`src/rtl/ar_pkg.sv`:
```
// Shared definitions for the burst address register: FSM state encoding and load-source selects.
package ar_pkg;

    typedef enum logic [1:0] {
        AR_IDLE = 2'd0,
        AR_RUN  = 2'd1,
        AR_DONE = 2'd2
    } ar_state_e;

    localparam logic AR_SEL_IOUT = 1'b1;
    localparam logic AR_SEL_BUS  = 1'b0;

endpackage : ar_pkg

```
`src/rtl/ar_wrap_add.sv`:
```
// Combinational a + step with wrap flag; AR_LIMIT_WRAP_EN selects limit-window wrap instead of 2**WIDTH wrap.
module ar_wrap_add #(
    parameter int WIDTH = 8
) (
    input  logic [WIDTH-1:0] a,
    input  logic [WIDTH-1:0] step,
`ifdef AR_LIMIT_WRAP_EN
    input  logic [WIDTH-1:0] limit,
`endif
    output logic [WIDTH-1:0] sum,
    output logic             wrap
);

    logic [WIDTH:0] sum_full;
`ifdef AR_LIMIT_WRAP_EN
    logic [WIDTH:0] sum_fold;
`endif

    always_comb begin
        sum_full = {1'b0, a} + {1'b0, step};
`ifdef AR_LIMIT_WRAP_EN
        // Fold back into the 0-based window [0..limit].
        sum_fold = sum_full - {1'b0, limit} - {{WIDTH{1'b0}}, 1'b1};
        if (sum_full > {1'b0, limit}) begin
            sum  = sum_fold[WIDTH-1:0];
            wrap = 1'b1;
        end else begin
            sum  = sum_full[WIDTH-1:0];
            wrap = 1'b0;
        end
`else
        sum  = sum_full[WIDTH-1:0];
        wrap = sum_full[WIDTH];
`endif
    end

endmodule : ar_wrap_add

```
`src/rtl/ar_burst_agu.sv`:
```
// Per-core address register with NCORES-strided burst generation; state updates on the falling clock edge.
// Optional AR_LIMIT_WRAP_EN adds the limit port and wraps addresses into [0..limit].
module ar_burst_agu
    import ar_pkg::*;
#(
    parameter int WIDTH  = 8,
    parameter int NCORES = 4,
    parameter int LEN_W  = 4,
    localparam int CID_W = (NCORES > 1) ? $clog2(NCORES) : 1
) (
    input  logic             Clk,
    input  logic             Rst_n,
    input  logic             WEN,
    input  logic             selAR,
    input  logic [WIDTH-1:0] IOut,
    input  logic [WIDTH-1:0] BusOut,
    input  logic [CID_W-1:0] coreID,
    input  logic             coreINC_AR,
    input  logic             burst_start,
    input  logic [LEN_W-1:0] burst_len,
    input  logic             mem_ready,
`ifdef AR_LIMIT_WRAP_EN
    input  logic [WIDTH-1:0] limit,
`endif
    output logic [WIDTH-1:0] dout,
    output logic             addr_valid,
    output logic             busy,
    output logic             done,
    output logic             wrapped
);

    ar_state_e        state_q, state_d;
    logic [WIDTH-1:0] dout_q, dout_d;
    logic [LEN_W-1:0] count_q, count_d;
    logic             wrapped_q, wrapped_d;

    logic [WIDTH-1:0] step;
    logic [WIDTH-1:0] add_sum;
    logic             add_wrap;

    // One adder serves both the lane offset (IDLE) and the burst stride (RUN).
    assign step = (state_q == AR_RUN) ? WIDTH'(NCORES) : WIDTH'(coreID);

    ar_wrap_add #(.WIDTH(WIDTH)) u_add (
        .a     (dout_q),
        .step  (step),
`ifdef AR_LIMIT_WRAP_EN
        .limit (limit),
`endif
        .sum   (add_sum),
        .wrap  (add_wrap)
    );

    always_ff @(negedge Clk or negedge Rst_n) begin
        if (!Rst_n) begin
            state_q   <= AR_IDLE;
            dout_q    <= '0;
            count_q   <= '0;
            wrapped_q <= 1'b0;
        end else begin
            state_q   <= state_d;
            dout_q    <= dout_d;
            count_q   <= count_d;
            wrapped_q <= wrapped_d;
        end
    end

    always_comb begin
        state_d   = state_q;
        dout_d    = dout_q;
        count_d   = count_q;
        wrapped_d = wrapped_q;
        if (WEN) begin
            dout_d    = (selAR == AR_SEL_IOUT) ? IOut : BusOut;
            wrapped_d = 1'b0;
            count_d   = '0;
            state_d   = AR_IDLE;
        end else begin
            unique case (state_q)
                AR_IDLE: begin
                    if (coreINC_AR) begin
                        dout_d    = add_sum;
                        wrapped_d = wrapped_q | add_wrap;
                    end
                    if (burst_start) begin
                        if (burst_len != '0) begin
                            state_d = AR_RUN;
                            count_d = burst_len;
                        end else begin
                            state_d = AR_DONE;
                        end
                    end
                end
                AR_RUN: begin
                    if (mem_ready) begin
                        dout_d    = add_sum;
                        wrapped_d = wrapped_q | add_wrap;
                        count_d   = count_q - 1'b1;
                        if (count_q == LEN_W'(1)) begin
                            state_d = AR_DONE;
                        end
                    end
                end
                AR_DONE: state_d = AR_IDLE;
                default: state_d = AR_IDLE;
            endcase
        end
    end

    always_comb begin
        dout       = dout_q;
        wrapped    = wrapped_q;
        busy       = (state_q == AR_RUN);
        addr_valid = (state_q == AR_RUN);
        done       = (state_q == AR_DONE);
    end

endmodule : ar_burst_agu

```
`config.mk`:
```
export PLATFORM = sky130hd
export DESIGN_NAME = ar_burst_agu
export DESIGN_NICKNAME = d
export VERILOG_FILES = /design/src/rtl/ar_pkg.sv /design/src/rtl/ar_wrap_add.sv /design/src/rtl/ar_burst_agu.sv
export SDC_FILE = /design/constraint.sdc
export NUM_CORES = 1
export LEC_CHECK = 0
export CAP_MARGIN = 20
export CORE_MARGIN = 4
export CORE_UTILIZATION = 44
export DETAILED_ROUTE_END_ITERATION = 16
export GPL_ROUTABILITY_DRIVEN = 0
export PLACE_DENSITY = 0.79
export SLEW_MARGIN = 15
export SYNTH_ARGS = -nofsm -noshare
export SYNTH_HDL_FRONTEND = slang
export SYNTH_SLANG_ARGS = --single-unit
```
`constraint.sdc`:
```
create_clock -name Clk -period 2.85 [get_ports Clk]
set_clock_uncertainty 0.15 [all_clocks]
set_input_delay 0.7125 -clock Clk [delete_from_list [all_inputs] [get_ports Clk]]
set_output_delay 0.7125 -clock Clk [all_outputs]
set_load 0.005 [all_outputs]
```
==> results.py <==
# Metrics from the implementation run
metrics = {
    "grt": {
        "overflow": 0,
        "grt_max_degree": 17,
        "grt_pass1_vias": 1313,
    },
    "clocking": {
        "cts_buffers": 3,
        "ctsHoldBuffers": 0,
        "cts_root_buf": "clkbuf_4",
    },
    "synthesis": {
        "synth_cells": 121,
        "topCellsByArea": "dfrtn_1, mux2i_1, ha_1, a211oi_1, inv_1",
        "synth_area_sq_um": 1129,
        "yosys.area.top_type": "dfrtn_1",
        "yosys.cell_count.top_type": "dfrtn_1",
        "netlist.area_leader.share": 0.3326,
        "top_cells_by_count": "dfrtn_1, inv_1, mux2i_1",
        "synthFlopType": "dfrtn_1",
        "ys_ff": 15,
        "yosysSeqAreaShare": 0.3326,
        "syn_nets": 155,
        "edf_count": 0,
        "syn_avg_cell_area_sq_um": 9.327,
    },
    "worst_setup_path": {
        "critPathLaunchType": "input port",
        "r2r_cells": 11,
        "cp_max_fo": 4,
        "crit_arrival_ps": 2200,
        "crit_type": "input port to flop",
    },
    "final_layout": {
        "final_common_cell": "buf_4",
        "final_cells": 229,
        "syn_to_final_growth_pct": 83.59,
        "final_nets": 234,
        "drive_gt1_frac": 0.4975,
    },
    "timing": {
        "layout_setup_ws_ps": -764.9,
        "hold_ws_ps": 405.7,
        "rsz0062_at_grt": "yes",
        "hold_violations": 0,
        "slew_headroom": 0.6566,
        "setup_viol": 27,
    },
    "placed_design": {
        "hpwlAfterDp_um": 2680,
        "io_buffers": 40,
        "placed_cells": 209,
    },
    "route": {
        "postRouteAntennaNets": 0,
        "routed_wl_um": 4114,
        "drt_iter0_markers": 59,
    },
    "worst_hold_path": {
        "hold_depth": 2,
        "worstHoldStart": "count_q[3]",
    },
    "die": {
        "fp-row-count": 18,
        "ioPinCount": 41,
        "design.core.area_sq_um": 2455,
    },
    "power": {
        "pwr_density_cell_nw_per_um2": 399.1,
        "power.total_mw": 0.8269,
    },
    "run_status": {
        "outcome": "finished with violations",
        "failed_checks": "setup timing",
    },
}
[final timing paths]
check                        endpoint  slack, ps
min                        count_q[3]        410
max                           dout[6]       -760
max in group asynchronous     dout[3]        510
min reg2reg                count_q[3]        410
max reg2reg                   dout[6]        210
min in group asynchronous     wrapped       1880
[per-layer routing]
metal / share of wire / GRT usage / routed length (um) / up-vias
met5: 0 / 0 / 0 / -
met4: 0.020 / 0.1165 / 82 / 0
met3: 0.043 / 0.03947 / 177 / 8
met2: 0.51 / 0.4019 / 2082 / 31
met1: 0.43 / 0.3242 / 1771 / 634
li1: - / - / - / 594
[layout make-up]
type                            count  area (sq um)
Multi-Input combinational cell     88         872.1
Fill cell                         135         382.9
Clock buffer                        3         22.52
Clock inverter                      1         7.507
Timing Repair Buffer               82         716.9
Tap cell                           30         37.54
Sequential cell                    15         375.4
Inverter                           10         40.04
[timing repair]
item,in CTS,in global routing
pin swaps,16,16
setup buffers,10,6
resized,104,14
cloned,0,0
setup endpoints to repair,27,27
[critical path, cell delays in order]
cell	delay (ps)
buf_6	70
and2_4	130
ha_4	120
inv_2	30
fa_2	360
buf_4	150
maj3_2	320
nor4b_4	230
a211oi_1	60
[state kept, by name (all words and copies together) (netlist names)]
register and flops:
dout 8, count_q 4, state_q 2, wrapped 1
[kinds of logic after synthesis]
group / Yosys count / synth area share
XOR/XNOR: 5 / 0.03880
adder cells (fa/ha/maj): 6 / 0.07096
AND-OR/OR-AND: 26 / 0.1730
AND/OR/NAND/NOR: 38 / 0.1951
buffers and inverters: 18 / 0.07095
multiplexers: 13 / 0.1186
flip-flops: 15 / 0.3326
[power breakdown]
part	switching (mW)	internal, mW	leakage [nW]
logic	0.198	0.227	0.724
clock network	0.0872	0.0538	0.0139
registers	0.0183	0.242	0.188
The metal 3 layer:
Scale: 8 px per um.
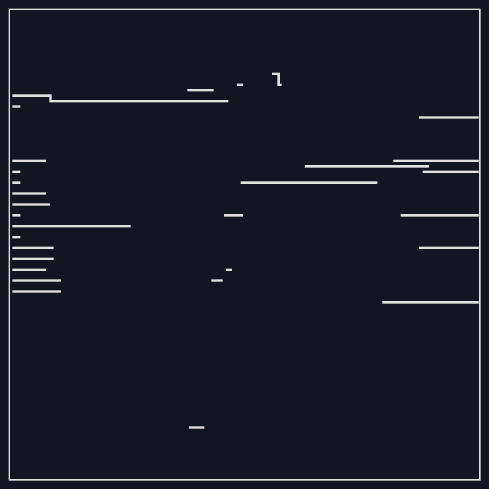
The layer carries 178 um of wire. 25 nets have wire on it. The layer holds 4.3% of the routed length. The wires run mostly horizontal.

Metal layers overlaid:
Scale: 4 px per um.
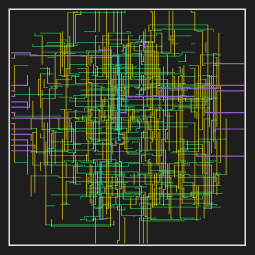
M4: drawn in cyan, wire length 82.3 um. M2: drawn in yellow, wire length 2080 um. M3: drawn in purple, wire length 178 um. M1: drawn in green, wire length 1770 um.

Clock wires, drivers and flops:
Scale: 8 px per um.
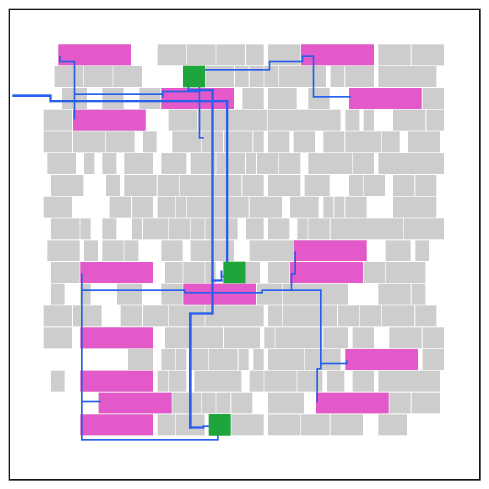
flip-flops: drawn in magenta, count 15. clock-net drivers: drawn in green, count 3. clock wires: drawn in blue, length 260 um.
There are 4 routed clock nets.
clk latency late pin: 310 ps
clock power share: 0.171
P_clk: 0.141 mW

The clock network:
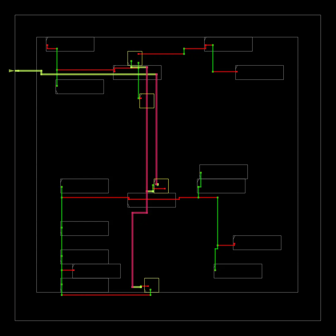
CTS sink cnt: 15
CLK BUF: 3

Power is estimated from default activity; no workload was simulated.
